$ cat config.mk
export PLATFORM = sky130hd
export DESIGN_NAME = bfly_stage_sequencer
export DESIGN_NICKNAME = d
export VERILOG_FILES = /design/src/rtl/fft_ctrl_pkg.sv /design/src/rtl/en_delay_line.sv /design/src/rtl/bfly_stage_sequencer.sv
export SDC_FILE = /design/constraint.sdc
export NUM_CORES = 1
export LEC_CHECK = 0
export ABC_AREA = 1
export CORE_AREA = 2 2 39 41
export CTS_BUF_LIST = sky130_fd_sc_hd__clkbuf_8
export DETAILED_ROUTE_END_ITERATION = 8
export DIE_AREA = 0 0 41 43
export PLACE_DENSITY_LB_ADDON = 0.05
export SYNTH_ARGS = -nofsm -noshare
export SYNTH_HDL_FRONTEND = slang
export SYNTH_SLANG_ARGS = --single-unit
$ cat constraint.sdc
create_clock -name clk -period 1.05 [get_ports clk]
set_input_delay 0.315 -clock clk [delete_from_list [all_inputs] [get_ports clk]]
set_output_delay 0.315 -clock clk [all_outputs]
set_load 0.05 [all_outputs]
$ cat src/rtl/fft_ctrl_pkg.sv
// Shared FFT control definitions: phase index type, width helpers and
// elaboration-time parameter checks used by the stage sequencer.
package fft_ctrl_pkg;

  localparam int DEF_NUM     = 16;
  localparam int DEF_PHASES  = 4;
  localparam int MUL_LAT_MIN = 1;
  localparam int MUL_LAT_MAX = 4;

  localparam int DEF_IDX_W   = $clog2(DEF_NUM);
  localparam int DEF_PHASE_W = $clog2(DEF_PHASES);

  typedef logic [DEF_PHASE_W-1:0] phase_idx_t;

  function automatic bit is_pow2(input int n);
    return (n > 0) && ((n & (n - 1)) == 0);
  endfunction

  function automatic bit mul_lat_ok(input int lat);
    return (lat >= MUL_LAT_MIN) && (lat <= MUL_LAT_MAX);
  endfunction

endpackage

$ cat src/rtl/en_delay_line.sv
// Fixed-depth enable shift register; clears on async reset or sync_clr.
module en_delay_line #(
  parameter int DEPTH = 1
) (
  input  logic clk,
  input  logic rst,
  input  logic sync_clr,
  input  logic d,
  output logic q
);

  logic [DEPTH-1:0] taps;

  always_ff @(posedge clk or negedge rst) begin
    if (!rst) begin
      taps <= '0;
    end else if (sync_clr) begin
      taps <= '0;
    end else begin
      taps[0] <= d;
      for (int i = 1; i < DEPTH; i++) begin
        taps[i] <= taps[i-1];
      end
    end
  end

  assign q = taps[DEPTH-1];

endmodule

$ cat src/rtl/bfly_stage_sequencer.sv
// FFT stage sequencer: even phases fill on valid_in, odd (butterfly)
// phases run self-timed; the multiply enable trails by MUL_LAT clocks.
module bfly_stage_sequencer
  import fft_ctrl_pkg::*;
#(
  parameter int NUM     = DEF_NUM,
  parameter int PHASES  = DEF_PHASES,
  parameter int MUL_LAT = 1
) (
  input  logic                      clk,
  input  logic                      rst,
  input  logic                      valid_in,
  input  logic                      sync_clr,
  output logic                      bfly_add_sub_en,
  output logic                      bfly_mul_en,
  output logic [$clog2(PHASES)-1:0] phase,
  output logic [$clog2(NUM)-1:0]    idx,
  output logic                      frame_done
);

  localparam int IW = $clog2(NUM);
  localparam int PW = $clog2(PHASES);
  localparam logic [IW-1:0] IDX_LAST   = IW'(NUM - 1);
  localparam logic [PW-1:0] PHASE_LAST = PW'(PHASES - 1);

  if (!is_pow2(NUM) || NUM < 2) begin : g_bad_num
    $error("bfly_stage_sequencer: NUM must be a power of two >= 2");
  end
  if ((PHASES % 2) != 0 || PHASES < 2) begin : g_bad_phases
    $error("bfly_stage_sequencer: PHASES must be even and >= 2");
  end
  if (!mul_lat_ok(MUL_LAT)) begin : g_bad_lat
    $error("bfly_stage_sequencer: MUL_LAT must be within 1..4");
  end

  logic          advance;
  logic          idx_wrap;
  logic          phase_wrap;
  logic [IW-1:0] idx_next;
  logic [PW-1:0] phase_next;

  // Odd phases always advance so the butterfly pass drains without input.
  always_comb begin
    advance    = phase[0] | valid_in;
    idx_wrap   = (idx == IDX_LAST);
    phase_wrap = (phase == PHASE_LAST);
    idx_next   = idx_wrap ? '0 : idx + 1'b1;
    phase_next = phase;
    if (idx_wrap) begin
      phase_next = phase_wrap ? '0 : phase + 1'b1;
    end
  end

  always_ff @(posedge clk or negedge rst) begin
    if (!rst) begin
      idx             <= '0;
      phase           <= '0;
      bfly_add_sub_en <= 1'b0;
      frame_done      <= 1'b0;
    end else if (sync_clr) begin
      idx             <= '0;
      phase           <= '0;
      bfly_add_sub_en <= 1'b0;
      frame_done      <= 1'b0;
    end else begin
      frame_done <= advance & idx_wrap & phase_wrap;
      if (advance) begin
        idx             <= idx_next;
        phase           <= phase_next;
        bfly_add_sub_en <= phase_next[0];
      end
    end
  end

  en_delay_line #(
    .DEPTH(MUL_LAT)
  ) u_mul_dly (
    .clk      (clk),
    .rst      (rst),
    .sync_clr (sync_clr),
    .d        (bfly_add_sub_en),
    .q        (bfly_mul_en)
  );

endmodule

==> qor.txt <==
Worst Path Class, Setup -> reg -> out
failing checks -> negative setup slack
Static Leak -> 0.000406 uW
Syn Std Cell Area -> 412 sq um
Fmax achieved -> 807 MHz
crit path from -> idx[0]$_DFFE_PN0P_
RSZ-0062 raised after global routing -> true
gpl congestion -> 0.769
initial antenna violation count -> 0
leading area contributor after synthesis -> dfrtp_1
Vias per Instance -> 4.62
Worst Setup EP -> idx[0]
critical-path cell list -> buf_6, buf_12
CP max stage delay -> 0.42 ns
status -> finished with violations
post-route minimum period -> 1.24 ns
met1 Track Usage GR -> 17.0%
Async S/R FF share, synth -> 100%
cells on worst reg2reg path -> 6
Setup violations, final -> 15
worst-path fanout max -> 5
Ant. Diodes -> 0
Fin Hold WS -> 0.400 ns
first-pass GRT wire length -> 1.79 mm
Post-Route M1 WL -> 422 microns
ANT nets after route -> 0
Commonest Layout Cell -> buf_12
Total GRT Usage -> 15.4%
#FFs+latches synth -> 8
reg-to-reg startpoint -> idx[0]$_DFFE_PN0P_
top cells, area -> dfrtp_1 (49%), nand2_1 (11%), inv_1 (6.4%), ha_1 (6.1%), nor2_1 (5.5%)
Mapped Cells -> 50
filler cell count -> 108
simple-gate share of the synthesized area -> 27.4%
top area contributor share -> 48.6%
tool warnings -> 29
Crit path max-delay family -> flip-flops
yosys warns -> 0
Synth mux share -> 0%
sequential area share after synthesis -> 48.6%
area growth from synthesis to final layout -> 121%
Global Route met3 Usage -> 3.66%
worst r2r dst -> bfly_add_sub_en$_DFFE_PN0P_
Post-Layout Cell Count -> 94
# DRC -> 0
busiest grt layer -> met2
Setup WS post-layout -> -0.190 ns
Pins Over Slew Limit -> 0
leading cell type by number of instances after synthesis -> nand2_1
post-placement setup slack -> -0.346 ns
yosys stat cell total -> 50
total power -> 872 uW
ys flop type -> dfrtp_1
worst slew pin tran -> 0.223 ns
design area -> 910 sq um
startpoint types -> flip-flop
Starting Density -> 29.7%
1st-iter DRT viols -> 2
Final HPWL DP -> 746 microns
repair_timing:
action,4_1_cts,5_1_grt
pin swaps,9,4
buffers inserted,7,2
hold endpoints to repair,0,0
resized,19,8
setup endpoints to repair,15,16
cell type report:
class / instances / area [sq um] / share of cell area (%)
clock buffers: 3 / 41.3 / 4.54
clock inverters: 1 / 3.75 / 0.413
inverters: 8 / 37.5 / 4.13
multi-input cells: 33 / 259 / 28.5
flip-flops and latches: 8 / 208 / 22.8
well taps: 16 / 20.0 / 2.20
repair buffers: 25 / 340 / 37.4
registers in the layout, summed over array words and instances (netlist names):
name,cells
bfly_add_sub_en,1
u_mul_dly.q,1
phase,1
idx,4
frame_done,1
power by group:
part           switching [uW]  internal (uW)
clock network             128            254
registers                7.55            317
logic                    81.5           84.3
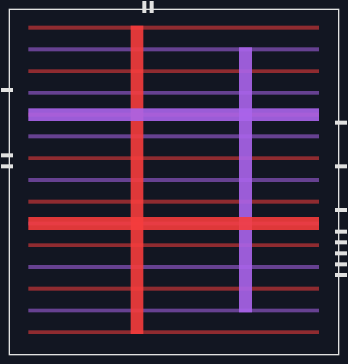
(supply network)
Drawn at 8 px/micron. Pins as bars on the die edge.
Key: purple = VDD; red = VSS
15 met1 rails follow the rows. 2 straps on met5. 13 signal pins sit on the boundary. The core has 14 rows.
core area: 1380 sq um
die width: 41 microns

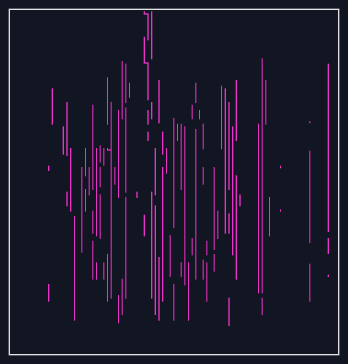
(M2 wires)
Drawn at 8 px/micron.
The longest straight run is 29.2 microns. The layer carries 592 microns of wire.
Routed WL: 1.10 mm
Via Count: 434
GR Util met2: 24.7%

Power figures rest on the tool's default switching activity, not on a simulated workload.
